run_1/layer_met1.png
Cells faint in the background.
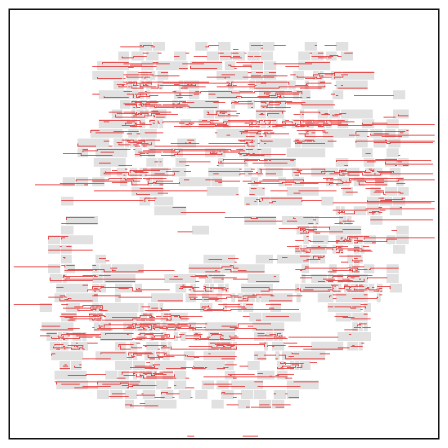
run_1/layer_met2.png
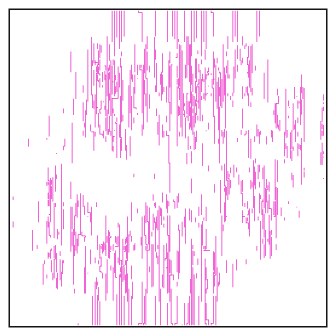
run_1/layer_met3.png
Cells faint in the background.
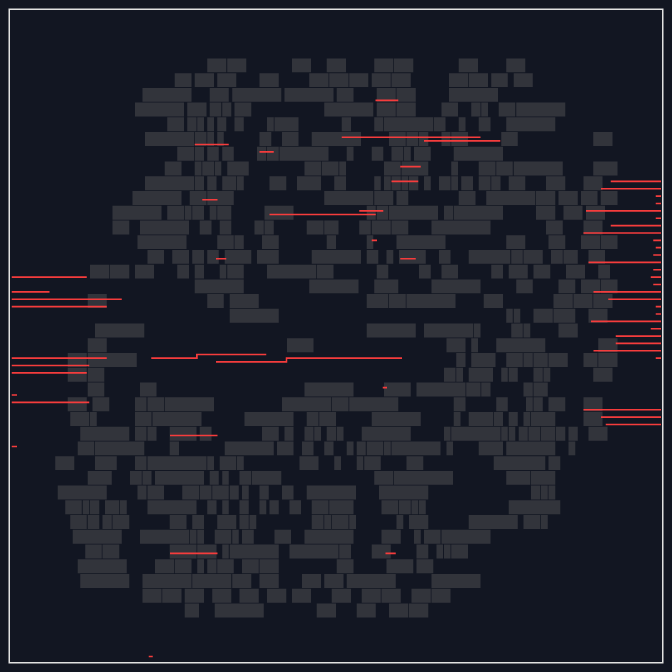
[config.mk]
export PLATFORM = sky130hd
export DESIGN_NAME = fetch_ctrl_flat
export DESIGN_NICKNAME = d
export VERILOG_FILES = /design/src/rtl/fetch_ctrl_pkg.sv /design/src/rtl/fetch_ctrl_if.sv /design/src/rtl/fetch_ctrl_sat_counter.sv /design/src/rtl/fetch_ctrl.sv /design/src/flat_wrapper.sv
export SDC_FILE = /design/constraint.sdc
export NUM_CORES = 1
export LEC_CHECK = 0
export ABC_CLOCK_PERIOD_IN_PS = 3800
export CORE_MARGIN = 8
export CORE_UTILIZATION = 35
export CTS_CLUSTER_DIAMETER = 120
export CTS_CLUSTER_SIZE = 24
export DETAILED_ROUTE_END_ITERATION = 12
export GPL_TIMING_DRIVEN = 0
export PLACE_DENSITY = 0.63
export SLEW_MARGIN = 15
export SYNTH_ARGS = -nofsm -noshare
export SYNTH_HDL_FRONTEND = slang
export SYNTH_SLANG_ARGS = --single-unit
[constraint.sdc]
create_clock -name clk -period 3.8 [get_ports clk]
set_input_delay 0.57 -clock clk [delete_from_list [all_inputs] [get_ports clk]]
set_output_delay 0.57 -clock clk [all_outputs]
set_load 0.03 [all_outputs]
[src/rtl/fetch_ctrl_pkg.sv]
// Shared types and constants for the instruction-fetch sequencer.
package fetch_ctrl_pkg;

  typedef enum logic [1:0] {
    ST_BOOT,
    ST_RUN,
    ST_REDIRECT,
    ST_HALTED
  } fetch_state_e;

  localparam logic [4:0] REG_ZERO = 5'd0;

  // True when the ID instruction actually reads a source that matches the EX destination.
  function automatic logic reg_hit(input logic uses, input logic [4:0] src, input logic [4:0] dst);
    return uses && (src == dst);
  endfunction

endpackage

[src/rtl/fetch_ctrl_if.sv]
// Hazard inputs and fetch/pipeline control outputs of the fetch sequencer.
interface fetch_ctrl_if #(
  parameter int CNT_W = 32
) ();

  logic             id_valid;
  logic [4:0]       id_rs1;
  logic [4:0]       id_rs2;
  logic             id_uses_rs1;
  logic             id_uses_rs2;
  logic             ex_memread;
  logic [4:0]       ex_rd;
  logic             ex_branch_taken;
  logic             halt_req;
  logic             pc_en;
  logic             pcsrc;
  logic             ifid_en;
  logic             ifid_flush;
  logic             idex_flush;
  logic             halt_ack;
  logic [CNT_W-1:0] stall_cnt;
  logic [CNT_W-1:0] flush_cnt;

  modport master (
    input  id_valid, id_rs1, id_rs2, id_uses_rs1, id_uses_rs2,
    input  ex_memread, ex_rd, ex_branch_taken, halt_req,
    output pc_en, pcsrc, ifid_en, ifid_flush, idex_flush, halt_ack,
    output stall_cnt, flush_cnt
  );

  modport slave (
    output id_valid, id_rs1, id_rs2, id_uses_rs1, id_uses_rs2,
    output ex_memread, ex_rd, ex_branch_taken, halt_req,
    input  pc_en, pcsrc, ifid_en, ifid_flush, idex_flush, halt_ack,
    input  stall_cnt, flush_cnt
  );

endinterface

[src/rtl/fetch_ctrl_sat_counter.sv]
// Up-counter that sticks at all-ones instead of wrapping.
module fetch_ctrl_sat_counter #(
  parameter int W = 32
) (
  input  logic         clk,
  input  logic         rst_n,
  input  logic         inc,
  input  logic         clear,
  output logic [W-1:0] count
);

  always_ff @(posedge clk or negedge rst_n) begin
    if (!rst_n) begin
      count <= '0;
    end else if (clear) begin
      count <= '0;
    end else if (inc && (count != '1)) begin
      count <= count + 1'b1;
    end
  end

endmodule

[src/rtl/fetch_ctrl.sv]
// Fetch-stage sequencer: boot warm-up, load-use stalls, branch redirects and debug halt.
module fetch_ctrl
  import fetch_ctrl_pkg::*;
#(
  parameter int BOOT_CYCLES      = 4,
  parameter int REDIRECT_BUBBLES = 1,
  parameter int CNT_W            = 32
) (
  input  logic        clk,
  input  logic        rst_n,
  fetch_ctrl_if.master bus
);

  localparam int BOOT_W = (BOOT_CYCLES > 1) ? $clog2(BOOT_CYCLES) : 1;
  localparam logic [BOOT_W-1:0] BOOT_LOAD = BOOT_W'(BOOT_CYCLES - 1);
  localparam logic [2:0] BUB_LOAD = (REDIRECT_BUBBLES > 0) ? 3'(REDIRECT_BUBBLES - 1) : 3'd0;

  fetch_state_e      state, next_state;
  logic [BOOT_W-1:0] boot_cnt, boot_next;
  logic [2:0]        bub_cnt, bub_next;

  logic load_use;
  logic pc_en, pcsrc, ifid_en, ifid_flush, idex_flush, halt_ack;
  logic stall_inc, flush_inc;

  logic [CNT_W-1:0] stall_cnt, flush_cnt;

  // An x0 destination never creates a real dependency.
  assign load_use = bus.id_valid && bus.ex_memread && (bus.ex_rd != REG_ZERO) &&
                    (reg_hit(bus.id_uses_rs1, bus.id_rs1, bus.ex_rd) ||
                     reg_hit(bus.id_uses_rs2, bus.id_rs2, bus.ex_rd));

  always_ff @(posedge clk or negedge rst_n) begin
    if (!rst_n) begin
      state    <= ST_BOOT;
      boot_cnt <= BOOT_LOAD;
      bub_cnt  <= 3'd0;
    end else begin
      state    <= next_state;
      boot_cnt <= boot_next;
      bub_cnt  <= bub_next;
    end
  end

  always_comb begin
    next_state = state;
    boot_next  = boot_cnt;
    bub_next   = bub_cnt;
    pc_en      = 1'b0;
    pcsrc      = 1'b0;
    ifid_en    = 1'b0;
    ifid_flush = 1'b0;
    idex_flush = 1'b0;
    halt_ack   = 1'b0;
    stall_inc  = 1'b0;
    flush_inc  = 1'b0;

    case (state)
      ST_BOOT: begin
        ifid_flush = 1'b1;
        idex_flush = 1'b1;
        if (boot_cnt == '0) begin
          next_state = ST_RUN;
        end else begin
          boot_next = boot_cnt - 1'b1;
        end
      end

      ST_RUN, ST_REDIRECT: begin
        // A taken branch wins over everything: ID holds wrong-path work and halt waits.
        if (bus.ex_branch_taken) begin
          pc_en      = 1'b1;
          pcsrc      = 1'b1;
          ifid_en    = 1'b1;
          ifid_flush = 1'b1;
          idex_flush = 1'b1;
          flush_inc  = 1'b1;
          if (REDIRECT_BUBBLES > 0) begin
            next_state = ST_REDIRECT;
            bub_next   = BUB_LOAD;
          end else begin
            next_state = ST_RUN;
          end
        end else if (state == ST_REDIRECT) begin
          pc_en      = 1'b1;
          ifid_en    = 1'b1;
          ifid_flush = 1'b1;
          if (bub_cnt == 3'd0) begin
            next_state = bus.halt_req ? ST_HALTED : ST_RUN;
          end else begin
            bub_next = bub_cnt - 3'd1;
          end
        end else if (load_use) begin
          idex_flush = 1'b1;
          stall_inc  = 1'b1;
        end else begin
          pc_en   = 1'b1;
          ifid_en = 1'b1;
          if (bus.halt_req) begin
            next_state = ST_HALTED;
          end
        end
      end

      ST_HALTED: begin
        idex_flush = 1'b1;
        halt_ack   = 1'b1;
        if (!bus.halt_req) begin
          next_state = ST_RUN;
        end
      end

      default: begin
        next_state = ST_BOOT;
      end
    endcase
  end

  fetch_ctrl_sat_counter #(.W(CNT_W)) u_stall_cnt (
    .clk   (clk),
    .rst_n (rst_n),
    .inc   (stall_inc),
    .clear (1'b0),
    .count (stall_cnt)
  );

  fetch_ctrl_sat_counter #(.W(CNT_W)) u_flush_cnt (
    .clk   (clk),
    .rst_n (rst_n),
    .inc   (flush_inc),
    .clear (1'b0),
    .count (flush_cnt)
  );

  assign bus.pc_en      = pc_en;
  assign bus.pcsrc      = pcsrc;
  assign bus.ifid_en    = ifid_en;
  assign bus.ifid_flush = ifid_flush;
  assign bus.idex_flush = idex_flush;
  assign bus.halt_ack   = halt_ack;
  assign bus.stall_cnt  = stall_cnt;
  assign bus.flush_cnt  = flush_cnt;

endmodule

[src/flat_wrapper.sv]
// flat-port wrapper written by rule: the top's interface ports become plain ports
module fetch_ctrl_flat import fetch_ctrl_pkg::*;
#(
  parameter int BOOT_CYCLES      = 4,
  parameter int REDIRECT_BUBBLES = 1,
  parameter int CNT_W            = 32
)
  (clk, rst_n, bus_id_valid, bus_id_rs1, bus_id_rs2, bus_id_uses_rs1, bus_id_uses_rs2, bus_ex_memread, bus_ex_rd, bus_ex_branch_taken, bus_halt_req, bus_pc_en, bus_pcsrc, bus_ifid_en, bus_ifid_flush, bus_idex_flush, bus_halt_ack, bus_stall_cnt, bus_flush_cnt);
  fetch_ctrl_if #(.CNT_W(CNT_W)) bus_i ();
  input  logic clk;
  input  logic rst_n;
  input wire logic [$bits(bus_i.id_valid)-1:0] bus_id_valid;
  input wire logic [$bits(bus_i.id_rs1)-1:0] bus_id_rs1;
  input wire logic [$bits(bus_i.id_rs2)-1:0] bus_id_rs2;
  input wire logic [$bits(bus_i.id_uses_rs1)-1:0] bus_id_uses_rs1;
  input wire logic [$bits(bus_i.id_uses_rs2)-1:0] bus_id_uses_rs2;
  input wire logic [$bits(bus_i.ex_memread)-1:0] bus_ex_memread;
  input wire logic [$bits(bus_i.ex_rd)-1:0] bus_ex_rd;
  input wire logic [$bits(bus_i.ex_branch_taken)-1:0] bus_ex_branch_taken;
  input wire logic [$bits(bus_i.halt_req)-1:0] bus_halt_req;
  output wire logic [$bits(bus_i.pc_en)-1:0] bus_pc_en;
  output wire logic [$bits(bus_i.pcsrc)-1:0] bus_pcsrc;
  output wire logic [$bits(bus_i.ifid_en)-1:0] bus_ifid_en;
  output wire logic [$bits(bus_i.ifid_flush)-1:0] bus_ifid_flush;
  output wire logic [$bits(bus_i.idex_flush)-1:0] bus_idex_flush;
  output wire logic [$bits(bus_i.halt_ack)-1:0] bus_halt_ack;
  output wire logic [$bits(bus_i.stall_cnt)-1:0] bus_stall_cnt;
  output wire logic [$bits(bus_i.flush_cnt)-1:0] bus_flush_cnt;
  assign bus_i.id_valid = bus_id_valid;
  assign bus_i.id_rs1 = bus_id_rs1;
  assign bus_i.id_rs2 = bus_id_rs2;
  assign bus_i.id_uses_rs1 = bus_id_uses_rs1;
  assign bus_i.id_uses_rs2 = bus_id_uses_rs2;
  assign bus_i.ex_memread = bus_ex_memread;
  assign bus_i.ex_rd = bus_ex_rd;
  assign bus_i.ex_branch_taken = bus_ex_branch_taken;
  assign bus_i.halt_req = bus_halt_req;
  assign bus_pc_en = bus_i.pc_en;
  assign bus_pcsrc = bus_i.pcsrc;
  assign bus_ifid_en = bus_i.ifid_en;
  assign bus_ifid_flush = bus_i.ifid_flush;
  assign bus_idex_flush = bus_i.idex_flush;
  assign bus_halt_ack = bus_i.halt_ack;
  assign bus_stall_cnt = bus_i.stall_cnt;
  assign bus_flush_cnt = bus_i.flush_cnt;
  fetch_ctrl #(.BOOT_CYCLES(BOOT_CYCLES), .REDIRECT_BUBBLES(REDIRECT_BUBBLES), .CNT_W(CNT_W)) u_core (.clk(clk), .rst_n(rst_n), .bus(bus_i));
endmodule
==> datasheet_impl.txt, run 1 <==
Characteristics after synthesis and place and route

Parameter                              Value

Outcome
  Status    complete, no violations

Synthesis
  Sequential share of the synthesized area    46.65%
  Synth Area in XOR/XNOR    16.54%
  Post-synthesis cell type with the largest combined area    sky130_fd_sc_hd__dfrtp_1

Global route
  GR Util All Layers    13.99%
  Total overflow reported by the global router    0
  Antenna violations before repair    0

Setup path
  Reg-to-Reg End    u_core.u_stall_cnt.count[17]

Placement
  HPWL reported at the end of detailed placement    7422 um
  Post-Place Worst Slack    0.2437 ns

Finish
  Most frequent standard cell in the layout excluding fill and tap cells    sky130_fd_sc_hd__clkdlybuf4s50_1
  Clock buffer count    10
  Ant diodes    0
  Commonest cells after routing, fill and taps aside    sky130_fd_sc_hd__clkdlybuf4s50_1, sky130_fd_sc_hd__dfrtp_1, sky130_fd_sc_hd__xor2_1

Clock tree
  Maximum level of the CTS H-tree    3
  Clock tree from TritonCTS    done

Power and ir drop
  Net switching component of the power    766.2 uW
  Combinational group share of total power    30.4%

Run
  Number of maximum-capacitance constraint violations    0

Min path
  Classification of the worst-slack hold path    in -> async
About layer_met1.png:
wire length on this layer: 4,490 um
longest straight run: 31.7 um
nets with wire on the layer: 451

About layer_met2.png:
longest straight run: 36.4 um
nets with wire on the layer: 443
share of all routed wire: 47%
main direction: vertical
wire length on this layer: 4,620 um

About layer_met3.png:
longest straight run: 25.3 um
nets with wire on the layer: 48

==> run 1: routing by layer <==
layer  GRT usage (%)  wire length, um
met2           22.20             4624
met3           2.797              462
met1           17.63             4485
met5               0                0
met4           7.494              212
==> run 1: stage by stage <==
step | TNS [ns] | utilization (%)
3_5_place_dp | 0 | 45.85
4_1_cts | 0 | 48.06
5_1_grt | 0 | 48.06
6_report | 0 | 48.06
3_3_place_gp | -21.87 | 45.69
2_1_floorplan | 0 | -
==> run 1: worst reg2reg max path, delay by kind of cell, from the launching register on <==
family	cells	cell delay, ns
buffers and inverters	2	0.31
adders and majority gates	1	0.31
AOI/OAI and AO/OA	1	0.25
and+or+nand+nor	2	0.79
xor gates and xnor gates	1	0.17
DFF	1	0.42
## Run 2: what changed since run 1
--- a/config.mk
+++ b/config.mk
@@ -12,6 +12,7 @@
 export CTS_CLUSTER_SIZE = 24
 export DETAILED_ROUTE_END_ITERATION = 12
 export GPL_TIMING_DRIVEN = 0
+export MAX_ROUTING_LAYER = met4
 export PLACE_DENSITY = 0.63
 export SLEW_MARGIN = 15
 export SYNTH_ARGS = -nofsm -noshare
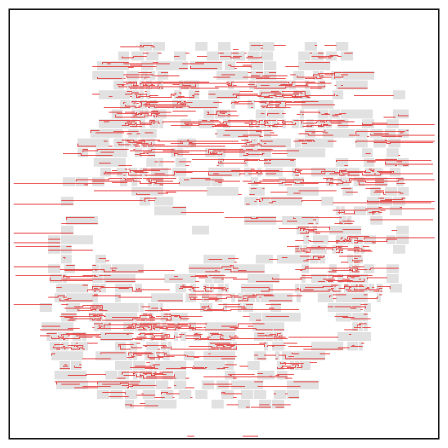
run_2/layer_met1.png
Cells faint in the background.
wire length on this layer: 4,600 um
longest straight run: 34.0 um

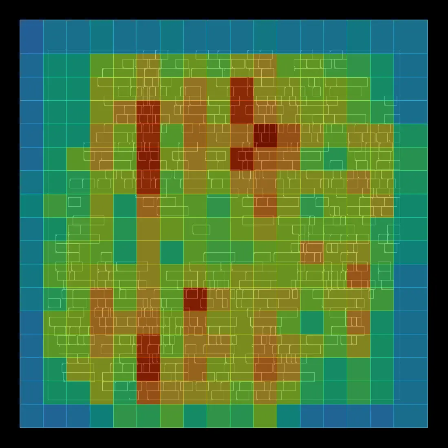
run_2/congestion.png
Global Route met1 Usage: 17.98%
met2 Track Usage GR: 22.20%
GR Util All Layers: 14.38%
Most Crowded Layer GR: met2
fraction of met3 tracks used by global routing: 2.145%

==> run 2 against run 1 <==
Compared with the run above:
- sequential share of layout area unchanged
- area after synthesis unchanged
- final area stayed put
- routed wire length shrank 0.18%
- utilization unchanged
- clock-buffer cell count is the same
- sequential power about the same
- fmax barely moved
- setup slack about the same
- die size unchanged
- largest cell class unchanged
- highest routed layer unchanged
==> datasheet_impl.txt, run 2 <==
Characteristics after synthesis and place and route

Parameter                              Value

Routing
  Total routed wire length on the met1 layer    4597 um (+2.5%)
  DR top layer    met4
  DR WL met3    379 um (-18%)
  Length of routed met2 wiring    4578 um (-0.99%)
  Detailed Routing Iterations Pass 1    4

Synthesis
  Mean cell area of the mapped netlist    10.22 um^2
  Sequential share of the synthesized area    46.65% (unchanged)
  Post-synthesis cell type with the largest combined area    sky130_fd_sc_hd__dfrtp_1

Finish
  Clock buffer count    10 (unchanged)
  Most frequent standard cell in the layout excluding fill and tap cells    sky130_fd_sc_hd__clkdlybuf4s50_1
  Fill cells    1,049
  Fraction of final layout cells with drive strength greater than 1    7.884%
  Combinational share of cell area    37.36%
  Ant diodes    0 (unchanged)

Global route
  Antenna violations before repair    0 (unchanged)
  Total overflow reported by the global router    0 (unchanged)

Power and ir drop
  Net switching component of the power    763.9 uW (-0.31%)
  Leakage dissipation    2.270 nW
  Combinational group share of total power    30.4% (about the same)
  Cell Pwr Density    447.4 nW/um^2

Outcome
  Status    complete, no violations

Setup path
  Reg-to-Reg End    u_core.u_stall_cnt.count[17]

Final timing
  Final TNS setup    0 ns (unchanged)
  Upper clock frequency limit    281.7 MHz

Min path
  Classification of the worst-slack hold path    in -> async

Placement
  HPWL reported at the end of detailed placement    7422 um (unchanged)
  Post-Place Worst Slack    0.2437 ns (unchanged)

Clock tree
  Clock tree from TritonCTS    done
  Maximum level of the CTS H-tree    3 (unchanged)
  Count of clock tree sinks    71

Run
  Number of maximum-capacitance constraint violations    0 (unchanged)
-- run 2: cell counts after synthesis --
No cell type changed its count.
-- run 2: kinds of logic after synthesis --
logic type,share of synthesized area [%]
buf+inv,2.756
simple gates,24.93
fa+ha+maj,2.953
flops,46.65
mux,0.5905
compound gates,5.577
xor+xnor,16.54
-- run 2: metrics by stage --
step	instances	instance area [um^2]	utilization, %	hold slack, ns
6_report	622	5164	48.06	0.1415
5_1_grt	622	5164	48.06	0.1603
4_1_cts	622	5164	48.06	0.1362
3_5_place_dp	606	4927	45.85	0.4770
3_3_place_gp	605	4910	45.69	0.4742
2_1_floorplan	373	3814	-	0.2744
-- run 2: critical path: cells and delay by family --
kind | cells | cell delay (ns)
simple gates | 2 | 0.71
compound gates | 2 | 0.47
buf+inv | 3 | 1.22
## Run 3: what changed since run 2
--- a/config.mk
+++ b/config.mk
@@ -7,13 +7,13 @@
 export LEC_CHECK = 0
 export ABC_CLOCK_PERIOD_IN_PS = 3800
 export CORE_MARGIN = 8
-export CORE_UTILIZATION = 35
+export CORE_UTILIZATION = 50
 export CTS_CLUSTER_DIAMETER = 120
 export CTS_CLUSTER_SIZE = 24
 export DETAILED_ROUTE_END_ITERATION = 12
 export GPL_TIMING_DRIVEN = 0
 export MAX_ROUTING_LAYER = met4
-export PLACE_DENSITY = 0.63
+export PLACE_DENSITY = 0.84
 export SLEW_MARGIN = 15
 export SYNTH_ARGS = -nofsm -noshare
 export SYNTH_HDL_FRONTEND = slang
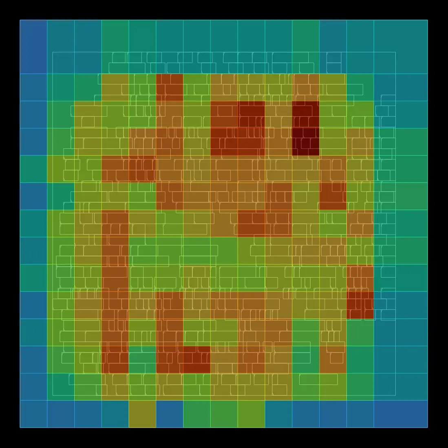
run_3/congestion.png
fraction of met3 tracks used by global routing: 3.280%
average routed wire per standard cell: 16.08 um

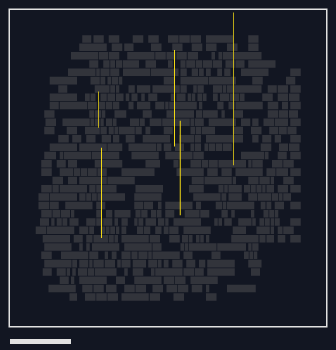
run_3/layer_met4.png
The bar under the picture is 20 um long. Cells faint in the background.
share of all routed wire: 1.6%
longest straight run: 49.6 um

==> run 3 against run 2 <==
Compared with the run above:
- global-route usage grew 4.4 points
- clock power shrank about 20%
- setup slack lost 0.0045 ns
- critical path depth is the same
- fmax shrank 0.13%
- synthesized cell count is the same
- routed wire length shrank 3.8%
- non-clock buffer count is the same
- largest power group unchanged
- sequential power is essentially flat
==> datasheet_impl.txt, run 3 <==
Characteristics after synthesis and place and route

Parameter                              Value

Synthesis
  Synthesized-area fraction occupied by adder cells    2.953% (unchanged)
  MUX area fraction    0.5906% (unchanged)
  Ao+oa area frac    5.577% (unchanged)
  Sequential share of the synthesized area    46.65% (unchanged)
  Synth Area in XOR/XNOR    16.54% (unchanged)

Finish
  Most frequent standard cell in the layout excluding fill and tap cells    sky130_fd_sc_hd__clkdlybuf4s50_1
  Ant diodes    0 (unchanged)
  Count of non-filler cells in the finished layout    584 (-6.1%)
  Combinational share of cell area    38.06% (+0.69 points)
  Fill cells    570 (-46%)
  Utilization of the core after routing    67.00% (+19 points)
  Area of all placed cells without fillers    5070 um^2 (-1.8%)

Global route
  Most Crowded Layer GR    met2
  GR Util All Layers    18.75% (+4.4 points)
  Antenna violations before repair    0 (unchanged)

Final timing
  Worst hold slack after final layout    0.1899 ns (+0.04842 ns)
  Upper clock frequency limit    281.4 MHz (-0.13%)

Power and ir drop
  Net switching component of the power    740.2 uW (-3.1%)
  Combinational group share of total power    32.6% (+2.2 points)
  Cell Pwr Density    428.2 nW/um^2 (-4.3%)

Clock tree
  Maximum level of the CTS H-tree    3 (unchanged)
  Count of clock tree sinks    71 (unchanged)

Placement
  Number of placed instances, taps included    568 (-6.3%)

Routing
  Detailed Routing Iterations Pass 1    4 (unchanged)
  Length of routed met2 wiring    4519 um (-1.3%)
  DR top layer    met4
  DR WL met3    483 um (+27%)

Outcome
  Status    complete, no violations

Setup path
  Kind of cell adding the most delay to the critical path    buffers and inverters
run 3: netlist changes by cell type in the layout (fill, tap and decap cells not counted), sizes merged:
cell / change
bufinv: -2
clkbuf: +2
run 3: worst max path at each step:
stage | depth (start not counted) | start | slack (ns) | endpoint
2_1_floorplan | 5 | bus_ex_rd[0] | 1.21 | bus_pc_en
5_1_grt | 7 | bus_ex_rd[0] | 0.15 | bus_pc_en
4_1_cts | 7 | bus_ex_rd[0] | 0.23 | bus_pc_en
6_report | 7 | bus_ex_rd[0] | 0.25 | bus_pc_en
3_3_place_gp | 1 | rst_n | -0.16 | u_core.u_stall_cnt.count[24]
3_5_place_dp | 7 | bus_ex_rd[0] | 0.24 | bus_pc_en
Power figures rest on the tool's default switching activity, not on a simulated workload.
